Fig. 1: I/O nets highlighted
Scale: 1 px per um.
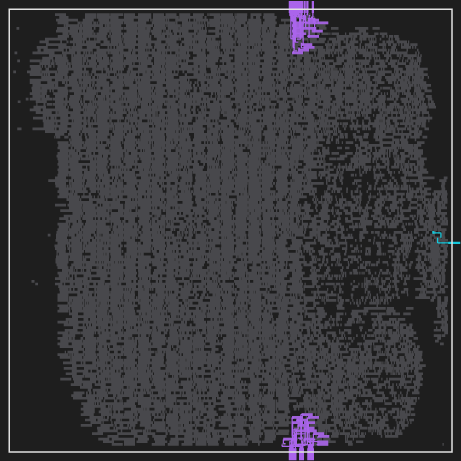
Fig. 2: sequential cells grouped by signal name
Scale: 1 px per um. Other sequential cells in the stronger gray, the rest of the logic in the fainter gray.
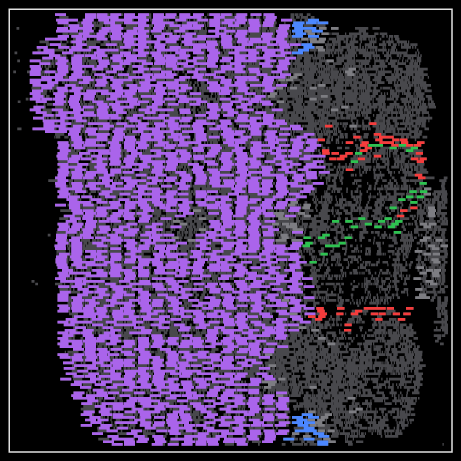
Fig. 3: clock wiring as the flow saved it
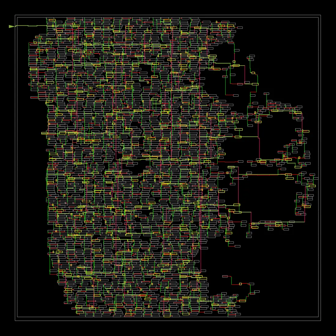
===== config.mk =====
export PLATFORM = sky130hd
export DESIGN_NAME = neuron_mac_lanes
export DESIGN_NICKNAME = d
export VERILOG_FILES = /design/src/rtl/neuron_mac_lanes.sv
export SDC_FILE = /design/constraint.sdc
export NUM_CORES = 2
export LEC_CHECK = 0
export ABC_AREA = 1
export CAP_MARGIN = 20
export CORE_MARGIN = 3
export CORE_UTILIZATION = 60
export DETAILED_ROUTE_END_ITERATION = 16
export PLACE_DENSITY = 0.83
export SLEW_MARGIN = 40
export SYNTH_ARGS = -nofsm -noshare
export SYNTH_HDL_FRONTEND = slang
export SYNTH_SLANG_ARGS = --single-unit

===== constraint.sdc =====
create_clock -name clk -period 13 [get_ports clk]
set_input_delay 1.95 -clock clk [delete_from_list [all_inputs] [get_ports clk]]
set_output_delay 1.95 -clock clk [all_outputs]
set_load 0.02 [all_outputs]

===== src/rtl/neuron_mac_lanes.sv =====
// Multi-lane fixed-point MAC neuron (bias, rescale, saturate, activation) with cfg-bus weight load.
// out_valid rises 5 edges after the final beat is accepted; in_ready low outside IDLE/ACCUM, result held until out_ready.
module neuron_mac_lanes #(
  parameter int LAYER_NO   = 1,
  parameter int NEURON_NO  = 0,
  parameter int NUM_WEIGHT = 128,
  parameter int DATA_WIDTH = 16,
  parameter int FRAC_WIDTH = 8,
  parameter int LANES      = 2,
  parameter int ACT_MODE   = 1
) (
  input  logic                        clk,
  input  logic                        rst,
  input  logic [31:0]                 cfg_layer_num,
  input  logic [31:0]                 cfg_neuron_num,
  input  logic                        weight_valid,
  input  logic [DATA_WIDTH-1:0]       weight_value,
  input  logic                        bias_valid,
  input  logic [DATA_WIDTH-1:0]       bias_value,
  input  logic                        in_valid,
  output logic                        in_ready,
  input  logic [LANES*DATA_WIDTH-1:0] in_data,
  output logic                        out_valid,
  input  logic                        out_ready,
  output logic [DATA_WIDTH-1:0]       out_data,
  output logic                        sat_flag,
  output logic                        weights_loaded
);

  localparam int DW    = DATA_WIDTH;
  localparam int ROWS  = NUM_WEIGHT / LANES;
  localparam int RW    = (ROWS > 1) ? $clog2(ROWS) : 1;
  localparam int BW    = (LANES > 1) ? $clog2(LANES) : 1;
  localparam int ACC_W = 2*DW + $clog2(NUM_WEIGHT);

  localparam logic signed [ACC_W-1:0] MAXV = {{(ACC_W-DW+1){1'b0}}, {(DW-1){1'b1}}};
  localparam logic signed [ACC_W-1:0] MINV = {{(ACC_W-DW+1){1'b1}}, {(DW-1){1'b0}}};

  typedef enum logic [2:0] {S_IDLE, S_ACCUM, S_DRAIN, S_BIAS, S_OUT} state_t;
  state_t state, state_nxt;

  logic                    cfg_match, wr_en, bias_en, accept, last_beat, drained;
  logic [BW-1:0]           w_bank;
  logic [RW-1:0]           w_row;
  logic [RW-1:0]           beat_cnt;
  logic signed [DW-1:0]    wmem [LANES][ROWS];

  logic                    a_vld, b_vld, c_vld;
  logic [RW-1:0]           a_row;
  logic signed [DW-1:0]    a_x    [LANES];
  logic signed [DW-1:0]    b_x    [LANES];
  logic signed [DW-1:0]    b_w    [LANES];
  logic signed [2*DW-1:0]  c_prod [LANES];

  logic signed [DW-1:0]    bias_q;
  logic signed [ACC_W-1:0] acc, tree_sum, bias_ext, acc_biased, res;
  logic [DW-1:0]           res_clamp, res_act;
  logic                    res_sat;

  assign cfg_match = (cfg_layer_num == 32'(LAYER_NO)) && (cfg_neuron_num == 32'(NEURON_NO));
  assign wr_en     = weight_valid && cfg_match && (state == S_IDLE);
  assign bias_en   = bias_valid && cfg_match && (state == S_IDLE);
  assign in_ready  = weights_loaded && ((state == S_IDLE) || (state == S_ACCUM));
  assign accept    = in_valid && in_ready;
  assign last_beat = (beat_cnt == RW'(ROWS-1));
  assign drained   = !a_vld && !b_vld && !c_vld;
  assign out_valid = (state == S_OUT);

  always_comb begin
    state_nxt = state;
    case (state)
      S_IDLE, S_ACCUM: if (accept) state_nxt = last_beat ? S_DRAIN : S_ACCUM;
      S_DRAIN:         if (drained) state_nxt = S_BIAS;
      S_BIAS:          state_nxt = S_OUT;
      S_OUT:           if (out_ready) state_nxt = S_IDLE;
      default:         state_nxt = S_IDLE;
    endcase
  end

  always_ff @(posedge clk) begin
    if (rst) begin
      state          <= S_IDLE;
      w_bank         <= '0;
      w_row          <= '0;
      weights_loaded <= 1'b0;
      beat_cnt       <= '0;
      a_vld          <= 1'b0;
      b_vld          <= 1'b0;
      c_vld          <= 1'b0;
    end else begin
      state <= state_nxt;
      a_vld <= accept;
      b_vld <= a_vld;
      c_vld <= b_vld;
      if (accept) beat_cnt <= last_beat ? '0 : beat_cnt + 1'b1;
      // address a lives in bank a%LANES, row a/LANES; the last write wraps and marks the set complete
      if (wr_en) begin
        if (w_bank == BW'(LANES-1)) begin
          w_bank <= '0;
          if (w_row == RW'(ROWS-1)) begin
            w_row          <= '0;
            weights_loaded <= 1'b1;
          end else begin
            w_row <= w_row + 1'b1;
          end
        end else begin
          w_bank <= w_bank + 1'b1;
        end
      end
    end
  end

  // Weight RAM is deliberately left out of reset so a reset does not need a full reload cycle to clear it
  always_ff @(posedge clk) begin
    if (wr_en) wmem[w_bank][w_row] <= weight_value;
    for (int k = 0; k < LANES; k++) b_w[k] <= wmem[k][a_row];
  end

  always_ff @(posedge clk) begin
    if (accept) begin
      a_row <= beat_cnt;
      for (int k = 0; k < LANES; k++) a_x[k] <= in_data[k*DW +: DW];
    end
    for (int k = 0; k < LANES; k++) begin
      b_x[k]    <= a_x[k];
      c_prod[k] <= b_w[k] * b_x[k];
    end
  end

  always_comb begin
    tree_sum = '0;
    for (int k = 0; k < LANES; k++) tree_sum = tree_sum + ACC_W'(c_prod[k]);
  end

  assign bias_ext   = ACC_W'(bias_q);
  assign acc_biased = acc + (bias_ext <<< FRAC_WIDTH);
  assign res        = acc_biased >>> FRAC_WIDTH;

  always_comb begin
    res_sat   = 1'b0;
    res_clamp = res[DW-1:0];
    if (res > MAXV) begin
      res_clamp = MAXV[DW-1:0];
      res_sat   = 1'b1;
    end else if (res < MINV) begin
      res_clamp = MINV[DW-1:0];
      res_sat   = 1'b1;
    end
    res_act = res_clamp;
    if (ACT_MODE == 1 && res_clamp[DW-1]) res_act = '0;
  end

  always_ff @(posedge clk) begin
    if (rst) begin
      acc      <= '0;
      bias_q   <= '0;
      out_data <= '0;
      sat_flag <= 1'b0;
    end else begin
      if (bias_en) bias_q <= bias_value;
      if (state == S_BIAS) begin
        acc      <= acc_biased;
        out_data <= res_act;
        sat_flag <= res_sat;
      end else if (state == S_OUT && out_ready) begin
        acc <= '0;
      end else if (c_vld) begin
        acc <= acc + tree_sum;
      end
    end
  end

endmodule


==> flow_metrics.tcl <==
# implementation run metrics
set metrics [dict create \
    worstPathMaxFanout 16 \
    synth.cellmix.xorXnorShare 0.00740 \
    main_flop_type_after_synthesis "edfxtp_1" \
    die.size.y_um 441 \
    clock_insertion_delay_worst_skew_ns 0.91 \
    instances_no_fill 13000 \
    rsz0062_at_grt "false" \
    fin_area_mm2 0.125 \
    core_util_floorplan 0.605 \
    globalRouteMet2Util 0.514 \
    met3_usage_in_global_routing 0.0722 \
    die_w_um 441 \
    drive_above_1_share 0.0683 \
    fa_ha_area_frac 0.125 \
    numPlacedInstances 12500 \
    crit_start "b_x[0][17]$_DFF_P_" \
    critical_path.cell_chain "nand2_1 -> inv_1 -> fa_1 -> fa_1 -> fa_1 -> fa_1 -> fa_1 -> inv_1 -> fa_1 -> inv_1 -> ha_1 -> nand2_1 -> nor4_1 -> nand3_1 -> nand3_1 -> a31o_2 -> a31oi_1 -> xnor2_1" \
    htree_num_levels 4 \
    hold_buf_count_cts 0 \
    comb_area_share 0.323 \
    port_buffers 152 \
    post_synth_and_or_nand_nor_area_fraction 0.105 \
    path_clk_slew_ns 0.07 \
    highest_signal_layer_in_the_routed_design "met5" \
    syn_avg_cell_area_um2 11.0 \
    status "complete, no violations" \
    yosysTopAreaCell "edfxtp_1" \
    biggestCellCategory "sequential cells" \
    openroad_warnings 64 \
    grt_pass1_vias 81200 \
    setup.worst_path.class "flop to flop" \
    grt_max_degree 223 \
    detail_route.wirelength_mm 318 \
    cpMaxStageDelayCell "fa_1" \
    bufAreaShareNonClock 0.0264 \
]
## Picture notes: Fig. 1
- in_data: purple (bits 32; direction input; edge 16 top, 16 bottom; end cells 32; buffers 32; wire 964 um)
- bias_valid: cyan (bits 1; direction input; edge right; end cells 1; buffers 1; wire 30.8 um)

## Picture notes: Fig. 2
- a_x: blue (flops 32)
- acc: green (flops 39; where right middle)
- c_prod: red (flops 64)
- wmem: purple (flops 2048)
Seq power: 8.07 mW
fraction of standard cell area that is sequential: 0.535
final design utilization: 0.667
sequential standard cell area: 0.0670 mm^2

## Picture notes: Fig. 3
total clock buffers created by CTS: 216
CTS Sinks: 2305
largest clock skew in the final design: 0.0865 ns

## worst max-delay path: cells and delay by family (launching register included)
kind | cells | cell delay (ns)
fa+ha+maj | 7 | 3.87
buf+inv | 3 | 0.27
flops | 1 | 0.74
simple gates | 5 | 1.00
xor+xnor | 1 | 0.14
compound gates | 2 | 0.29
## flip-flops by register name, summed over array words and instances, names as in the netlist, 3 cells and up
signal / cells
state: 3
b_x: 32
wmem: 2048
out_data: 15
a_x: 32
c_prod: 64
acc: 39
a_row: 6
w_row: 6
bias_q: 16
b_w: 32
beat_cnt: 6
## where the power goes
group          leakage, nW  internal, mW  switching (mW)
Combinational         23.5        0.0423           0.140
Sequential            20.6          8.07        0.000610
Clock                 3.48          3.54            2.83
Total                 47.6          11.6            2.98
Power and IR drop assume default switching activity.
